**Routed clock nets over the placement**

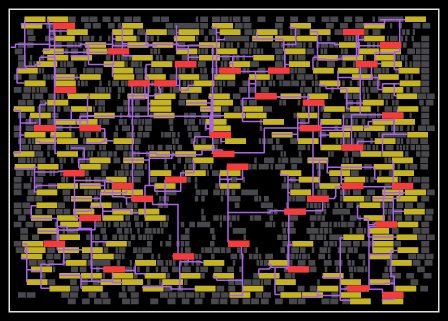
**Cell area per tile**

The die is cut into 18 by 13 equal tiles; dark blue is low, red is high, 0 to 100% covered.
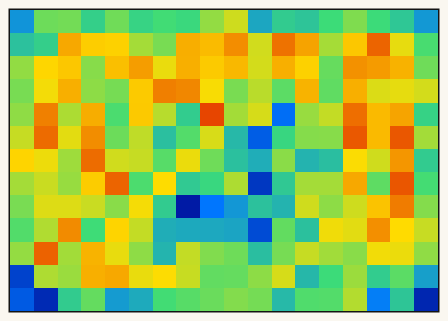
**Gate families picked out**

Bar = 50 µm.
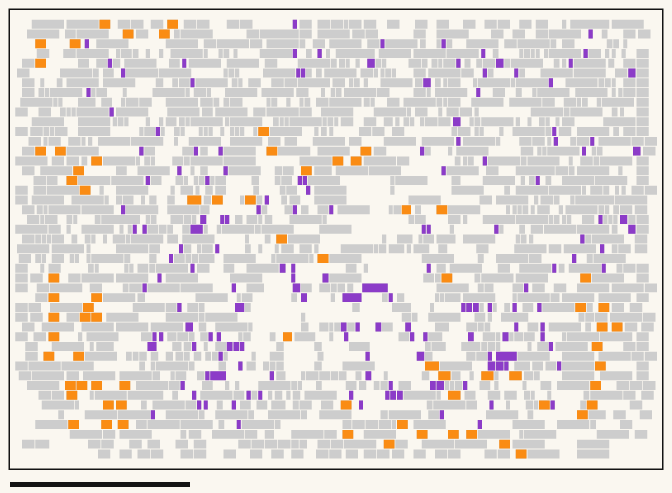
**Signal wires by layer**

Bar = 50 µm.
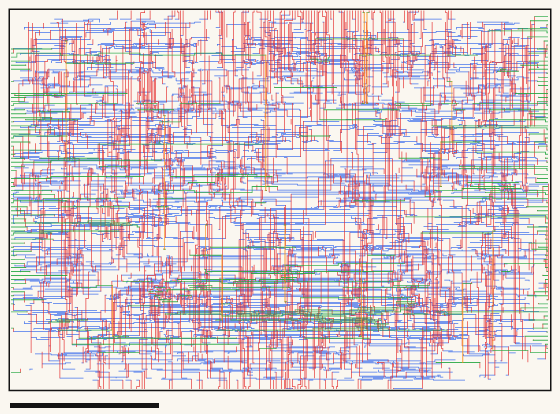
$ cat src/rtl/diff_scoreboard.sv
// Scoreboard for the arithmetic monitor's mismatch stream: counts qualified and
// failing samples, keeps a sticky error mask, captures the first failure, halts after MAX_ERRORS.
module diff_scoreboard #(
    parameter int WIDTH      = 32,
    parameter int CNT_WIDTH  = 32,
    parameter int MAX_ERRORS = 16
) (
    input  logic                 clk,
    input  logic                 reset,
    input  logic                 i_mon_ready,
    input  logic [WIDTH-1:0]     i_diff,
    input  logic                 i_clear,
    input  logic                 i_snap_req,
    input  logic                 i_snap_ack,
    output logic [1:0]           o_state,
    output logic                 o_halt,
    output logic [CNT_WIDTH-1:0] o_sample_cnt,
    output logic [CNT_WIDTH-1:0] o_error_cnt,
    output logic [WIDTH-1:0]     o_bit_mask,
    output logic [WIDTH-1:0]     o_first_diff,
    output logic [CNT_WIDTH-1:0] o_first_idx,
    output logic                 o_snap_valid,
    output logic [CNT_WIDTH-1:0] o_snap_samples,
    output logic [CNT_WIDTH-1:0] o_snap_errors
);

    typedef enum logic [1:0] {
        WAIT_READY = 2'd0,
        RUN        = 2'd1,
        FAILED     = 2'd2,
        HALTED     = 2'd3
    } state_t;

    localparam logic [CNT_WIDTH-1:0] CNT_ZERO = {CNT_WIDTH{1'b0}};
    localparam logic [CNT_WIDTH-1:0] CNT_ONE  = CNT_WIDTH'(1);
    localparam logic [CNT_WIDTH-1:0] CNT_MAX  = {CNT_WIDTH{1'b1}};
    localparam logic [CNT_WIDTH-1:0] MAX_ERR  = CNT_WIDTH'(MAX_ERRORS);
    localparam logic [WIDTH-1:0]     W_ZERO   = {WIDTH{1'b0}};

    state_t                state_q, state_d;
    logic                  halt_q, halt_d;
    logic [CNT_WIDTH-1:0]  sample_cnt_q, sample_cnt_d;
    logic [CNT_WIDTH-1:0]  error_cnt_q, error_cnt_d;
    logic [WIDTH-1:0]      bit_mask_q, bit_mask_d;
    logic [WIDTH-1:0]      first_diff_q, first_diff_d;
    logic [CNT_WIDTH-1:0]  first_idx_q, first_idx_d;
    logic                  snap_valid_q, snap_valid_d;
    logic [CNT_WIDTH-1:0]  snap_samples_q, snap_samples_d;
    logic [CNT_WIDTH-1:0]  snap_errors_q, snap_errors_d;

    function automatic logic [CNT_WIDTH-1:0] sat_inc(input logic [CNT_WIDTH-1:0] v);
        if (v == CNT_MAX) begin
            return v;
        end else begin
            return v + CNT_ONE;
        end
    endfunction

    // Next-state, counter, capture and snapshot logic
    always_comb begin
        state_d        = state_q;
        sample_cnt_d   = sample_cnt_q;
        error_cnt_d    = error_cnt_q;
        bit_mask_d     = bit_mask_q;
        first_diff_d   = first_diff_q;
        first_idx_d    = first_idx_q;
        snap_valid_d   = snap_valid_q;
        snap_samples_d = snap_samples_q;
        snap_errors_d  = snap_errors_q;

        if (i_clear) begin
            state_d        = WAIT_READY;
            sample_cnt_d   = CNT_ZERO;
            error_cnt_d    = CNT_ZERO;
            bit_mask_d     = W_ZERO;
            first_diff_d   = W_ZERO;
            first_idx_d    = CNT_ZERO;
            snap_valid_d   = 1'b0;
            snap_samples_d = CNT_ZERO;
            snap_errors_d  = CNT_ZERO;
        end else begin
            // Snapshot samples the counters as they stand before this edge's update
            if (snap_valid_q) begin
                if (i_snap_ack) begin
                    snap_valid_d = 1'b0;
                end else begin
                    snap_valid_d = 1'b1;
                end
            end else if (i_snap_req) begin
                snap_valid_d   = 1'b1;
                snap_samples_d = sample_cnt_q;
                snap_errors_d  = error_cnt_q;
            end else begin
                snap_valid_d = 1'b0;
            end

            case (state_q)
                WAIT_READY: begin
                    if (i_mon_ready) begin
                        state_d = RUN;
                    end else begin
                        state_d = WAIT_READY;
                    end
                end
                RUN, FAILED: begin
                    if (i_mon_ready) begin
                        sample_cnt_d = sat_inc(sample_cnt_q);
                        if (i_diff != W_ZERO) begin
                            error_cnt_d = sat_inc(error_cnt_q);
                            bit_mask_d  = bit_mask_q | i_diff;
                            if (state_q == RUN) begin
                                first_diff_d = i_diff;
                                first_idx_d  = sample_cnt_q;
                            end else begin
                                first_diff_d = first_diff_q;
                            end
                            if (error_cnt_d == MAX_ERR) begin
                                state_d = HALTED;
                            end else begin
                                state_d = FAILED;
                            end
                        end else begin
                            state_d = state_q;
                        end
                    end else begin
                        state_d = state_q;
                    end
                end
                HALTED: begin
                    state_d = HALTED;
                end
                default: begin
                    state_d = WAIT_READY;
                end
            endcase
        end

        halt_d = (state_d == HALTED);
    end

    // State and datapath registers
    always_ff @(posedge clk or posedge reset) begin
        if (reset) begin
            state_q        <= WAIT_READY;
            halt_q         <= 1'b0;
            sample_cnt_q   <= CNT_ZERO;
            error_cnt_q    <= CNT_ZERO;
            bit_mask_q     <= W_ZERO;
            first_diff_q   <= W_ZERO;
            first_idx_q    <= CNT_ZERO;
            snap_valid_q   <= 1'b0;
            snap_samples_q <= CNT_ZERO;
            snap_errors_q  <= CNT_ZERO;
        end else begin
            state_q        <= state_d;
            halt_q         <= halt_d;
            sample_cnt_q   <= sample_cnt_d;
            error_cnt_q    <= error_cnt_d;
            bit_mask_q     <= bit_mask_d;
            first_diff_q   <= first_diff_d;
            first_idx_q    <= first_idx_d;
            snap_valid_q   <= snap_valid_d;
            snap_samples_q <= snap_samples_d;
            snap_errors_q  <= snap_errors_d;
        end
    end

    assign o_state        = state_q;
    assign o_halt         = halt_q;
    assign o_sample_cnt   = sample_cnt_q;
    assign o_error_cnt    = error_cnt_q;
    assign o_bit_mask     = bit_mask_q;
    assign o_first_diff   = first_diff_q;
    assign o_first_idx    = first_idx_q;
    assign o_snap_valid   = snap_valid_q;
    assign o_snap_samples = snap_samples_q;
    assign o_snap_errors  = snap_errors_q;

endmodule

$ cat config.mk
export PLATFORM = sky130hd
export DESIGN_NAME = diff_scoreboard
export DESIGN_NICKNAME = d
export VERILOG_FILES = /design/src/rtl/diff_scoreboard.sv
export SDC_FILE = /design/constraint.sdc
export NUM_CORES = 1
export LEC_CHECK = 0
export CAP_MARGIN = 20
export CORE_ASPECT_RATIO = 0.7
export CORE_MARGIN = 1
export CORE_UTILIZATION = 45
export CTS_CLUSTER_DIAMETER = 30
export DETAILED_ROUTE_END_ITERATION = 16
export GPL_TIMING_DRIVEN = 0
export HOLD_SLACK_MARGIN = 0.08
export PLACE_DENSITY_LB_ADDON = 0.15
export SYNTH_ARGS = -nofsm -noshare
export SYNTH_HDL_FRONTEND = slang
export SYNTH_SLANG_ARGS = --single-unit
$ cat constraint.sdc
create_clock -name clk -period 16.3 [get_ports clk]
set_clock_uncertainty 0.15 [all_clocks]
set_input_delay 1.63 -clock clk [delete_from_list [all_inputs] [get_ports clk]]
set_output_delay 1.63 -clock clk [all_outputs]
set_load 0.01 [all_outputs]
==> results.cfg <==
; implementation run metrics
[status]
status = completed

[final_timing]
setup_viol = 0
tns_ns = 0
timing.final.ws_setup_ns = 12.00
max_freq_ghz = 0.2327
grt_setup_unrepaired = false
drv_slew = 0

[setup_path]
crit_path_max_incr_delay_ns = 0.88
cp_cell_sequence = clkdlybuf4s50_1 -> nor4_1 -> nand4_1 -> o21ai_1 -> nor2_8 -> nand3_1 -> or3_1 -> a21oi_1
critPathMaxFanout = 9
startpoint_type = primary input
cp_top_family = simple AND/OR/NAND/NOR gates
path_buffers = 1
critPathKind = in2reg
reg2regPathDepth = 9

[clocking]
clockBufferDepth = 3
cts_setup_buffers = 0
clock-sinks = 228
postCtsHoldBufs = 0
clk_pin_slew_ns = 0.05
cts_resized = 0
clockRootBuffer = clkbuf_16

[floorplanning]
die_area_um2 = 23190
die_height_um = 127.7

[power_and_ir_drop]
power.density_nw_per_um2 = 102.4
p_leak_uw = 0.006089

[synthesis]
ys_seq_share_pct = 56.16
async_flop_share_pct = 100.0
ys.flops = 228
synth_cell_types = 61

[routing]
antenna_left = 0
viasPerCell = 5.598

[placement]
dp_slack_ns = 11.53
hpwl_um = 23480

[worst_hold_path]
hold_start = o_bit_mask[30]
whs_path_depth = 2

[global_route]
grt.overflow.total = 0
antenna_found_initial = 1

[finish]
syn_to_final_growth_pct = 43.15
Notes on 'routed clock nets over the placement' above:
[flip-flops] yellow | count: 228
[clock wires] purple | length: 3060 µm
[clock drivers] red | count: 38
flops lie: spread over the die
clk_lat worst skew: 0.51 ns
Clock Power: 826 µW
Clock power frac: 55.5%

Notes on 'cell area per tile' above:
fullest tile: 92%
mean over tiles: 61%
tiles over 75% full: 24%
Util after Layout: 66.39%
fp_density: 46.38%
core area: 21900 µm²

Notes on 'gate families picked out' above:
[non-inverting ao/oa cells] orange | cells: 73 | where: spread over the die
[nor cells] purple | cells: 156 | where: spread over the die
combinational share of cell area: 28.30%
Layout Cells excl Fill: 1643
most frequent logic cell in the layout: clkdlybuf4s50_1

Notes on 'signal wires by layer' above:
[metal 2] red | wire length: 13900 µm
[metal 4] orange | wire length: 392 µm
[metal 1] blue | wire length: 15800 µm
[metal 3] green | wire length: 3240 µm
drt total wl: 33260 µm
Tot GR Track Use: 28.54%
Wirelength per Cell: 20.24 µm

-- worst max path at each step --
stage                     from          endpoint  slack [ns]  depth (start not counted)
floorplan                reset     o_bit_mask[0]        8.27                          1
global route        i_diff[13]   o_error_cnt[21]       11.83                          8
CTS                 i_diff[13]   o_error_cnt[17]       12.03                          8
global placement         reset  o_first_diff[11]        5.35                          2
finish              i_diff[13]   o_error_cnt[17]       12.00                          8
detailed placement  i_diff[13]   o_error_cnt[17]       11.53                          8
-- metal layers --
layer,vias to the layer above,part of all wire (%),GRT usage [%]
li1,4206,-,-
met1,4541,47,43.49
met2,418,42,40.45
met3,33,9.7,7.727
met4,0,1.2,5.932
met5,-,0,0
-- cells in the final DEF (no fill, tap or decap), types with 5 or more instances in the layout --
master	count
clkbuf_8	5
nand3_1	32
clkinvlp_4	5
o21ai_0	15
clkdlybuf4s50_1	265
and3_1	15
dfrtp_1	228
and2_1	6
buf_2	15
or3_1	9
a21oi_1	108
nand4_1	23
bufinv_16	6
ha_1	5
a22o_1	63
nand2_1	170
clkbuf_1	54
nor3_1	17
nor4_1	13
inv_1	7
xor2_1	40
xnor2_1	20
nor2_1	118
mux2i_1	5
clkbuf_16	39
-- cell families (layout without fill, tap and decap cells) --
group                      after synthesis  after routing  share of synthesized area, %
xor gates and xnor gates                60             60                         5.173
and+or+nand+nor                        431            431                         19.85
buffers and inverters                   81            414                         3.325
other                                    0              1                             0
adders and majority gates                5              5                        0.6158
DFF                                    228            228                         56.16
muxes                                    5              5                        0.4927
AOI/OAI and AO/OA                      217            217                         14.37
-- power groups by stage --
stage	clock, µW	combinational (µW)	sequential [µW]
floorplan	0	36.4	590
global placement	0	82.4	588
detailed placement	0	84.0	588
CTS	838	84.5	579
global route	864	91.8	579
finish	826	83.8	579
-- sequential cells by signal, summed over array words and instances, names as in the netlist --
| signal | count |
|---|---|
| o_first_diff | 32 |
| o_first_idx | 32 |
| o_sample_cnt | 32 |
| o_snap_errors | 32 |
| o_error_cnt | 32 |
| o_snap_valid | 1 |
| o_state | 2 |
| o_halt | 1 |
| o_snap_samples | 32 |
| o_bit_mask | 32 |
-- final cells by class --
type	instances	area (µm²)	share of cell area (%)
Antenna cell	1	2.502	0.01721
Buffer	73	307.8	2.117
Clock buffer	47	1056	7.262
Clock inverter	19	272.8	1.876
Inverter	8	37.54	0.2581
Multi-Input combinational cell	718	4115	28.30
Sequential cell	228	5705	39.24
Tap cell	282	352.8	2.426
Timing Repair Buffer	267	2691	18.51
-- metrics by stage --
step | instances | area [µm²]
global route | 1642 | 14540
detailed placement | 1575 | 13200
CTS | 1641 | 14530
finish | 1643 | 14540
global placement | 1574 | 13160
floorplan | 1027 | 10160
-- worst reg2reg max path, cell delays in order, from the launching register on --
cell       delay [ns]
dfrtp_1          0.59
ha_1             0.30
nand3_1          0.25
or4_4            0.68
nor3_1           0.28
xnor2_1          0.18
nand4_1          0.23
a2111oi_2        0.47
nand4_1          0.22
a221oi_2         0.29
Power and IR drop assume default switching activity.
